File: src/rtl/alu_mac_sequencer_pkg.sv
// alu_mac_sequencer_pkg: ALU op encodings, default width and FSM state encoding
package alu_mac_sequencer_pkg;
   localparam int DATA_W_DEF = 16;
   localparam logic [1:0] ALU_ADD = 2'b00;
   localparam logic [1:0] ALU_SUB = 2'b01;
   localparam logic [1:0] ALU_MUL = 2'b10;
   localparam logic [2:0] ST_IDLE  = 3'd0;
   localparam logic [2:0] ST_FETCH = 3'd1;
   localparam logic [2:0] ST_MUL   = 3'd2;
   localparam logic [2:0] ST_ACC   = 3'd3;
   localparam logic [2:0] ST_DONE  = 3'd4;
endpackage

File: src/rtl/alu_mac_sequencer.sv
// alu_mac_sequencer: drives a shared ALU through multiply/accumulate steps to compute bias +/- sum(x*w)
module alu_mac_sequencer
   import alu_mac_sequencer_pkg::*;
#(
   parameter int DATA_W = DATA_W_DEF,
   parameter int LEN_W  = 8
) (
   input  logic              clk,
   input  logic              rst,
   input  logic              start,
   input  logic [LEN_W-1:0]  len,
   input  logic [DATA_W-1:0] bias,
   input  logic              sub_mode,
   input  logic              in_valid,
   output logic              in_ready,
   input  logic [DATA_W-1:0] in_x,
   input  logic [DATA_W-1:0] in_w,
   output logic              alu_enable,
   output logic [1:0]        alu_op_select,
   output logic [DATA_W-1:0] alu_operand_1,
   output logic [DATA_W-1:0] alu_operand_2,
   input  logic [DATA_W-1:0] alu_result,
   output logic              out_valid,
   input  logic              out_ready,
   output logic [DATA_W-1:0] out_data,
   output logic              busy
);
   logic [2:0]        state;
   logic [DATA_W-1:0] acc, prod, x, w;
   logic [LEN_W-1:0]  cnt, len_q;
   logic              sub_q;
   logic [LEN_W:0]    cnt_inc;
   assign cnt_inc = {1'b0, cnt} + 1'b1;
   always_ff @(posedge clk or posedge rst) begin
      if (rst) begin
         state <= ST_IDLE;
         acc   <= '0;
         prod  <= '0;
         cnt   <= '0;
         x     <= '0;
         w     <= '0;
         len_q <= '0;
         sub_q <= 1'b0;
      end else begin
         case (state)
            ST_IDLE: if (start) begin
               len_q <= len;
               sub_q <= sub_mode;
               acc   <= bias;
               cnt   <= '0;
               state <= (len == '0) ? ST_DONE : ST_FETCH;
            end
            ST_FETCH: if (in_valid) begin
               x     <= in_x;
               w     <= in_w;
               state <= ST_MUL;
            end
            ST_MUL: begin
               prod  <= alu_result;
               state <= ST_ACC;
            end
            ST_ACC: begin
               acc   <= alu_result;
               cnt   <= cnt_inc[LEN_W-1:0];
               state <= (cnt_inc == {1'b0, len_q}) ? ST_DONE : ST_FETCH;
            end
            ST_DONE: if (out_ready) state <= ST_IDLE;
            default: state <= ST_IDLE;
         endcase
      end
   end
   always_comb begin
      in_ready      = state == ST_FETCH;
      busy          = state != ST_IDLE;
      out_valid     = state == ST_DONE;
      out_data      = out_valid ? acc : '0;
      alu_enable    = (state == ST_MUL) || (state == ST_ACC);
      alu_op_select = (state == ST_MUL) ? ALU_MUL : (state == ST_ACC && sub_q) ? ALU_SUB : ALU_ADD;
      alu_operand_1 = (state == ST_MUL) ? x : (state == ST_ACC) ? acc : '0;
      alu_operand_2 = (state == ST_MUL) ? w : (state == ST_ACC) ? prod : '0;
   end
endmodule
File: config.mk
export PLATFORM = sky130hd
export DESIGN_NAME = alu_mac_sequencer
export DESIGN_NICKNAME = d
export VERILOG_FILES = /design/src/rtl/alu_mac_sequencer_pkg.sv /design/src/rtl/alu_mac_sequencer.sv
export SDC_FILE = /design/constraint.sdc
export NUM_CORES = 1
export LEC_CHECK = 0
export CAP_MARGIN = 20
export CORE_MARGIN = 1.5
export CORE_UTILIZATION = 50
export DETAILED_ROUTE_END_ITERATION = 7
export HOLD_SLACK_MARGIN = 0.06
export PLACE_DENSITY_LB_ADDON = 0.15
export REMOVE_ABC_BUFFERS = 1
export SLEW_MARGIN = 20
export SYNTH_ARGS = -nofsm -noshare
export SYNTH_HDL_FRONTEND = slang
export SYNTH_SLANG_ARGS = --single-unit
File: constraint.sdc
create_clock -name clk -period 7.1 [get_ports clk]
set_input_delay 0.71 -clock clk [delete_from_list [all_inputs] [get_ports clk]]
set_output_delay 0.71 -clock clk [all_outputs]
set_load 0.005 [all_outputs]
==> Changelog: implementation, run 1 <==
## Flow update

- R2R cell count: 5
- Resized Gates After CTS: 0
- Final Hold Viols: 0
- Area share, top type: 0.494
- Biggest combinational cell group after synthesis: multiplexers
- Gp weighted congestion: a little over 0.8
- Met3 Wirelength: ~580 um
- Commonest Layout Cell: clkdlybuf4s50_1
- Hold_sp: w[2]$_DFFE_PP0P_
- DR vias: around 3,400
- Most common logic cells in the final layout: 131 x clkdlybuf4s50_1, 83 x dfrtp_1, 55 x mux2_2
- CP Capture Type: output port
- Vias per Instance: about 5.4
- Cell area after placement: roughly 5600 sq um
- Chip area in the Yosys report: ~4300 sq um
- Final setup fails: 0
- Registers, synthesis: about 84
- R2r endpoint: cnt[7]$_DFFE_PP0P_
- Post-Route Setup TNS: 0 ps
- Cycle use final: 0.515
- Status: completed
- Internal: 1.51 mW
- Critical Path AT: 2950 ps
- GR Util All Layers: 0.241
- Simple-gate share of the synthesized area: 0.119
- Final WS setup: 3440 ps
- Initial antenna violation count: 0
- Cells after Synth: 387
- Setup crit start: state[0]$_DFFE_PP0P_
- Die x size: ~95 um
- Critical path endpoint: alu_op_select[1]
- FP Util: 0.518
- Leading area contributor after synthesis: dfrtp_1
- P per Cell Area: about 390 nW/um^2
- Synth Area per Inst: between 10 and 15 sq um
- Crit path kind: flop to output port
- # fillers: about 600
- Ys cells: a little under 400
- Peak Freq: about 270 MHz
- Aoi share: 0.0629
- Largest net degree at the start of global routing: ~85
- Synth Seq Share: 0.494
- Place WS: approximately 3800 ps
- Num CTS Buffers: 9
## run 1: per-layer routing
layer / vias up / track usage
met5: - / 0
met4: 0 / 0.0821
met3: 14 / 0.0670
met2: 88 / 0.391
met1: 1656 / 0.308
li1: 1596 / -
## run 1: worst max-delay path: cells and delay by family (launching register included)
kind                   cells  cell delay, ps
buffers and inverters      2             930
AND/OR/NAND/NOR            2             880
flip-flops                 1             790
## run 1: cells in the mapped netlist (6+ instances only)
master    instances
mux2i_1          50
clkbuf_1         12
and3_1           17
xnor2_1           8
nor2_1           44
inv_1             6
nand2_1          30
buf_2             7
mux2_2           55
dfrtp_1          84
o21ai_0          29
## run 1: cell families after synthesis
| kind of cell | count (synthesis) |
|---|---|
| and+or+nand+nor | 109 |
| DFF | 84 |
| xor gates and xnor gates | 10 |
| muxes | 105 |
| AOI/OAI and AO/OA | 45 |
| adders and majority gates | 1 |
| buffers and inverters | 33 |
## run 1: final cells by class
| type | count | area (sq um) | area share |
|---|---|---|---|
| inverters | 6 | 23.8 | 0.00406 |
| repair buffers | 137 | 1360 | 0.232 |
| multi-input cells | 270 | 2010 | 0.343 |
| clock buffers | 11 | 131 | 0.0224 |
| flip-flops and latches | 84 | 2100 | 0.359 |
| clock inverters | 4 | 98.8 | 0.0169 |
| well taps | 105 | 131 | 0.0224 |
## run 1: sequential cells by signal, indices dropped and copies added, names as in the netlist
register  cells
acc          16
cnt           8
len_q         8
prod         16
state         3
sub_q         1
w            16
x            16
## run 1: power groups by stage
stage                     logic [mW]  clock network, mW  registers, mW
after floorplan                0.630                  0          0.851
after global placement         0.967                  0          0.906
after detailed placement       0.994                  0          0.914
after CTS                      0.999              0.406          0.906
after global routing            1.09              0.425          0.939
final                          0.991              0.400          0.910
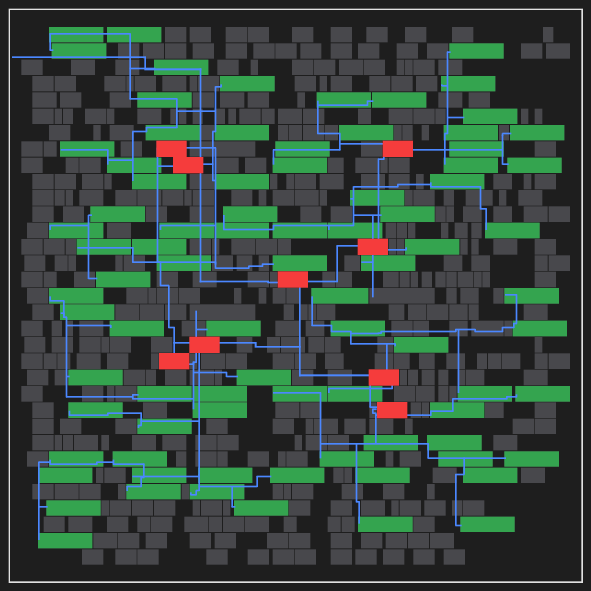
Fig. 1. Routed clock nets over the placement (run 1).
Scale: 6 px per um.
[red] clock-net drivers | count: 9
[blue] clock wires | length: 998 um
[green] flip-flops | count: 84
routed clock nets	10
flops lie	spread over the die
clock share of power: 0.174
Clk power: 0.400 mW
clk latency late pin: 340 ps
Clock Skews: 7.47 ps

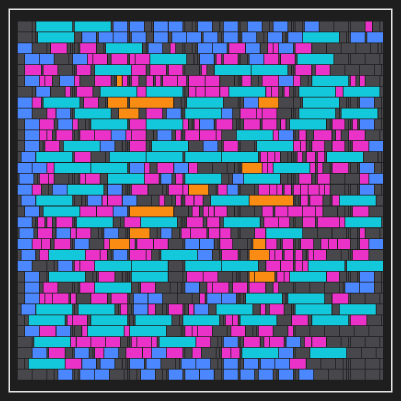
Fig. 2. Cell classes on the final placement (run 1).
Scale: 4 px per um. Fill, decap, tap and diode cells in grey.
colour	class	cells
orange	clock drivers and dummy loads	15
cyan	registers	84
blue	remaining buffers and delay cells	137
magenta	remaining logic cells	276
post-layout util: 0.713
sequential share of cell area: 0.359
core area: 8220 sq um
design area: 5860 sq um

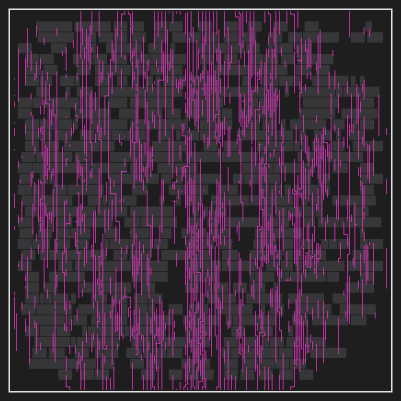
Fig. 3. Met2 routing (run 1).
Scale: 4 px per um. Cells faint in the background.
share of all routed wire	49%
longest straight run	42.0 um
nets with wire on the layer	518

Fig. 4: run 1, clock routing
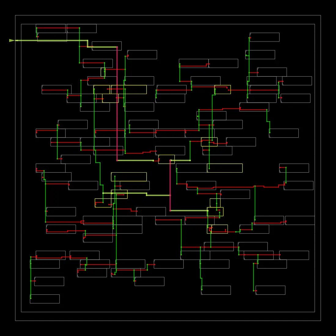

==> run 1 -> run 2 <==
- CORE_UTILIZATION: 50 -> 42
- clock period: 7.1 -> 3.2 ns (I/O delays scaled with it)
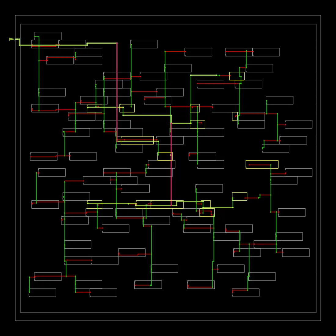
Fig. 5. Clock routing (run 2).
clk latency late pin: 350 ps
FFs & Latches: 84
Num CTS Buffers: 9
Clock Skews: 5.72 ps
Clk power: 0.904 mW

==> run 2 against run 1 <==
Non-clock buffer count increased by 6. Via count is 0.75% lower. Synthesized cell count unchanged. Synthesized area did not move. Die size increased by 18%. Count of clock-buffer cells in the layout is 2 lower. Sequential power is 110% higher. Combinational power up 130%. Global-route usage shrank 2.6 points. Hold slack worse by 120 ps. Wire length is 4.7% higher. First-iteration DRC count is 13% lower.
==> Changelog: implementation, run 2 <==
## Flow update

- Synth Cell Area: 4250 sq um
- Share of power burned in registers: 0.378
- Final WS setup: 304 ps (-3140 ps)
- Commonest Layout Cell: clkdlybuf4s50_1
- Cells after Synth: 387 (unchanged)
- Leading area contributor after synthesis: dfrtp_1
- Total combinational power: 2.29 mW (+130%)
- Synth Area per Inst: 11.0 sq um (unchanged)
- Synth Seq Share: 0.494 (unchanged)
- P per Cell Area: 866 nW/um^2 (+120%)
- Setup crit start: state[0]$_DFFE_PP0P_
- Internal: 3.37 mW (+120%)
- Final Hold Viols: 0 (unchanged)
- Gp weighted congestion: 0.875 (+8.1%)
- Crit path kind: flop to output port
- Resized Gates After CTS: 0 (unchanged)
- Cycle use final: 0.905
- Hold Slack: approximately 390 ps
- Area share, top type: 0.494 (unchanged)
- Area of the die: around 11,000 sq um
- Final Max Slew Viols: 0
- Registers, synthesis: 84 (unchanged)
- Hold Crit Class: input port to asynchronous set/reset pin
- Number of enable flip-flop cells: 0
- Vias per Instance: 5.11 (-5.9%)
- Die x size: 104 um (+8.8%)
- Top-count cell post-synth: dfrtp_1
- Place WS: 686 ps (-3130 ps)
- GR Util All Layers: 0.215 (-0.0261)
- Status: completed
- Critical Path AT: 2580 ps (-370 ps)
- Cell area after placement: 5710 sq um (+1.4%)
- Ys cells: 387 (unchanged)
- Peak Freq: between 300 and 400 MHz
- Final setup fails: 0 (unchanged)
- Clock buffer depth: 2
- Design area: 5940 sq um (+1.4%)
- CP Capture Type: output port
- Core area: 9820 sq um (+20%)
- FP Util: 0.433 (-0.0845)
- Largest net degree at the start of global routing: 42 (-51%)
- Dpl hpwl: between 7 and 8 mm
- Clock share of power: 0.176 (+0.002)
- Power in sequential cells: 1.95 mW (+110%)
- Top cells by count, synth: 84 x dfrtp_1, 55 x mux2_2, 50 x mux2i_1
- Initial antenna violation count: 0 (unchanged)
- Chip area in the Yosys report: 4250 sq um (unchanged)
- Largest Pwr Group: combinational logic
- Most common logic cells in the final layout: 131 x clkdlybuf4s50_1, 83 x dfrtp_1, 55 x mux2_2
- R2R cell count: 6 (+1)
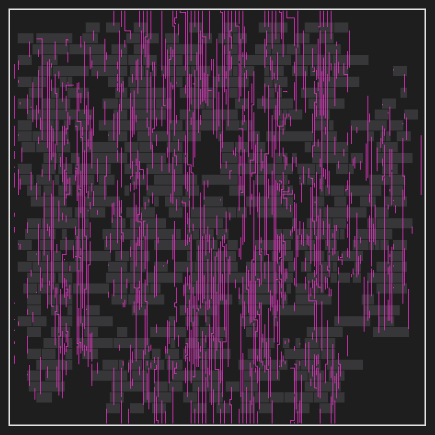
Fig. 6. Met2 routing (run 2).
Scale: 4 px per um. Cells faint in the background.
wire length on this layer	5,400 um
share of all routed wire	49%
longest straight run	51.7 um
GR Layer Usage met2: 0.356
DR vias: 3,329
drt total wl: 11.1 mm

-- run 2: cell types whose count changed in the layout (fill, tap and decap cells not counted), sizes merged --
cell	before	now
clkinv	2	3
buf	6	12
inv	5	6
clkbuf	11	9
-- run 2: cells by family (layout without fill, tap and decap cells) --
kind of cell               Yosys count  in the layout  synth area share
AOI/OAI and AO/OA                   45             45            0.0629
xor gates and xnor gates            10             10            0.0206
adders and majority gates            1              1           0.00294
buffers and inverters               33            164            0.0373
DFF                                 84             84             0.494
muxes                              105            105             0.263
and+or+nand+nor                    109            109             0.119
-- run 2: worst paths after layout --
path	to	slack, ps
worst min-delay path	state[2]$_DFFE_PP0P_	390
worst max register to register	cnt[7]$_DFFE_PP0P_	870
max in group asynchronous	prod[7]$_DFFE_PP0P_	2000
worst max-delay path	alu_op_select[0]	300
worst min register to register	prod[4]$_DFFE_PP0P_	510
min in group clk	prod[4]$_DFFE_PP0P_	510
-- run 2: critical path: stages (launching register included) --
cell             delay (ps)
dfrtp_2                 690
buf_4                   460
nand2_1                 360
nor2_1                  190
clkdlybuf4s50_1         520
-- run 2: layout make-up --
cell class / instances / area, sq um
clock buffers: 9 / 124
clock inverters: 6 / 113
fillers: 869 / 3880
inverters: 6 / 23.8
multi-input cells: 270 / 2010
flip-flops and latches: 84 / 2100
well taps: 133 / 166
repair buffers: 143 / 1400
-- run 2: routing by layer --
| metal | vias to the layer above | GRT usage | part of all wire |
|---|---|---|---|
| met5 | - | 0 | 0 |
| met4 | 0 | 0.0417 | 0.0055 |
| met3 | 5 | 0.0831 | 0.069 |
| met2 | 95 | 0.356 | 0.49 |
| met1 | 1624 | 0.268 | 0.44 |
| li1 | 1605 | - | - |
==> run 2 -> run 3 <==
- SKIP_CTS_REPAIR_TIMING: unset -> 1
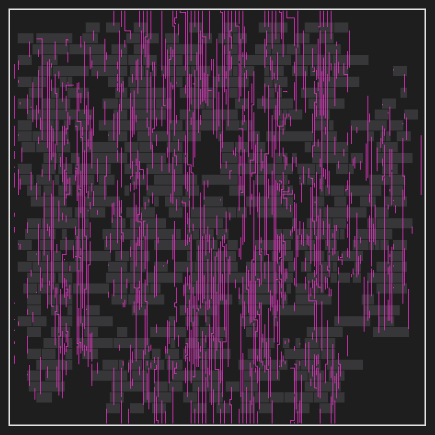
Fig. 7. Met2 routing (run 3).
Scale: 4 px per um. Cells faint in the background.
wire length on this layer	5,400 um
main direction	vertical
share of all routed wire	49%
nets with wire on the layer	508

==> run 3 against run 2 <==
Global-route usage did not move. Synthesized cell count unchanged. Fmax unchanged. First-iteration DRC count is the same. Cell count unchanged. Combinational power hardly changed. Clock power about the same. Synthesized area unchanged. Power unchanged. Count of clock-buffer cells in the layout is the same. Critical path type unchanged. Largest cell class unchanged. Largest power group unchanged.
==> Changelog: implementation, run 3 <==
## Flow update

- Status: completed
- Register area: 2100 sq um (unchanged)
- Final Hold Viols: 0 (unchanged)
- Ys cells: 387 (unchanged)
- Clock share of power: 0.176 (about the same)
- Antenna Nets Post-Route: 0
- Leading area contributor after synthesis: dfrtp_1
- CP Capture Type: output port
- DR vias: 3,329 (unchanged)
- Power in sequential cells: 1.95 mW (about the same)
- Num CTS Buffers: 9 (unchanged)
- Cycle use final: 0.905 (unchanged)
- Hold Crit Class: input port to asynchronous set/reset pin
- Layout cell share with drive strength beyond 1: 0.180
- Critical path buffer and inverter count: 2 (unchanged)
- Top delay family on crit path: buffers and inverters
- Peak Freq: 345 MHz (unchanged)
- Final setup fails: 0 (unchanged)
- Dpl hpwl: 7.71 mm (unchanged)
- Clock root cell: clkbuf_8
- Core area: 9820 sq um (unchanged)
- Area of the die: 10,700 sq um (unchanged)
- DRT iter0 DRCs: approximately 170
- Number of enable flip-flop cells: 0 (unchanged)
- Registers, synthesis: 84 (unchanged)
- Worst path max stage delay: 690 ps (about the same)
- Largest Pwr Group: combinational logic
- # fillers: 869 (unchanged)
- Largest net degree at the start of global routing: 42 (unchanged)
- Gp weighted congestion: 0.875 (unchanged)
- Critical Path AT: 2580 ps (about the same)
- Die Y: ~100 um
- Chip area in the Yosys report: 4250 sq um (unchanged)
- CP cell instances: buf_4 -> nand2_1 -> nor2_1 -> clkdlybuf4s50_1
- Nets: slightly below 600
- Top-count cell post-synth: dfrtp_1
- Final WS setup: 304 ps (unchanged)
- Clk power: 0.904 mW (about the same)
- FP Util: 0.433 (unchanged)
- Top cells by count, synth: 84 x dfrtp_1, 55 x mux2_2, 50 x mux2i_1
- Synth Seq Share: 0.494 (unchanged)
- Crit path kind: flop to output port
- P per Cell Area: 866 nW/um^2 (unchanged)
- Most common logic cells in the final layout: 131 x clkdlybuf4s50_1, 83 x dfrtp_1, 55 x mux2_2
- Drt total wl: 11.1 mm (unchanged)
- Clock buffer depth: 2 (unchanged)
- GR Util All Layers: 0.215 (unchanged)
- Slowest-stage cell, CP: dfrtp_2
- Internal: 3.37 mW (unchanged)
- MI comb area: 2010 sq um (unchanged)
- Die x size: 104 um (unchanged)
- Wire length of the first global-routing pass: roughly 18 mm
- Clock Skews: 5.72 ps (unchanged)
- Row cnt: 36
- Initial antenna violation count: 0 (unchanged)
- Area share, top type: 0.494 (unchanged)
- Total combinational power: 2.29 mW (about the same)
- Clk latency late pin: 350 ps (about the same)
- Place WS: 686 ps (unchanged)
- Commonest Layout Cell: clkdlybuf4s50_1
- Final Max Slew Viols: 0 (unchanged)
- Synth Area per Inst: 11.0 sq um (unchanged)
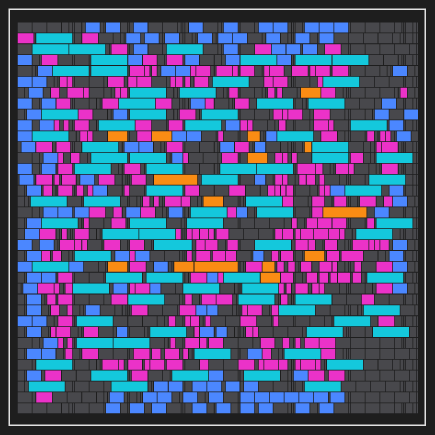
Fig. 8. Cell classes on the final placement (run 3).
Scale: 4 px per um. Fill, decap, tap and diode cells in grey.
colour	class	cells
blue	remaining buffers and delay cells	143
cyan	registers	84
orange	clock drivers and dummy loads	15
magenta	remaining logic cells	276

[run 3: cell counts after synthesis]
No cell type changed its count.
[run 3: path summary, 6_finish.rpt]
kind	startpoint	to	slack, ps	depth (start not counted)
min in group clk	prod[4]$_DFFE_PP0P_	prod[4]$_DFFE_PP0P_	510	1
setup reg to reg	state[1]$_DFFE_PP0P_	cnt[7]$_DFFE_PP0P_	870	6
setup / recovery	state[0]$_DFFE_PP0P_	alu_op_select[0]	300	4
hold reg to reg	prod[4]$_DFFE_PP0P_	prod[4]$_DFFE_PP0P_	510	1
hold / removal	rst	state[2]$_DFFE_PP0P_	390	2
max in group asynchronous	rst	prod[7]$_DFFE_PP0P_	2000	3
[run 3: per-layer routing]
metal	up-vias	global-route usage	share of wire
li1	1605	-	-
met1	1624	0.268	0.44
met2	95	0.356	0.49
met3	5	0.0831	0.069
met4	0	0.0417	0.0055
met5	-	0	0
[run 3: final cells by class]
| cell class | instances | share of cell area |
|---|---|---|
| well taps | 133 | 0.0280 |
| clock buffers | 9 | 0.0208 |
| flip-flops and latches | 84 | 0.354 |
| inverters | 6 | 0.00400 |
| multi-input cells | 270 | 0.338 |
| clock inverters | 6 | 0.0190 |
| repair buffers | 143 | 0.236 |
[run 3: kinds of logic after synthesis]
logic type	after synthesis	share of synthesized area
simple gates	109	0.119
mux	105	0.263
xor+xnor	10	0.0206
fa+ha+maj	1	0.00294
compound gates	45	0.0629
flops	84	0.494
buf+inv	33	0.0373
[run 3: through the flow]
step	power [mW]	TNS, ps	instances	instance area (sq um)	utilization
2_1_floorplan	3.29	-45140	360	4120	-
3_3_place_gp	4.21	0	636	5710	0.581
3_5_place_dp	4.27	0	636	5710	0.581
4_1_cts	5.20	0	651	5940	0.605
5_1_grt	5.51	0	651	5940	0.605
6_report	5.14	0	651	5940	0.605
Power figures rest on the tool's default switching activity, not on a simulated workload.
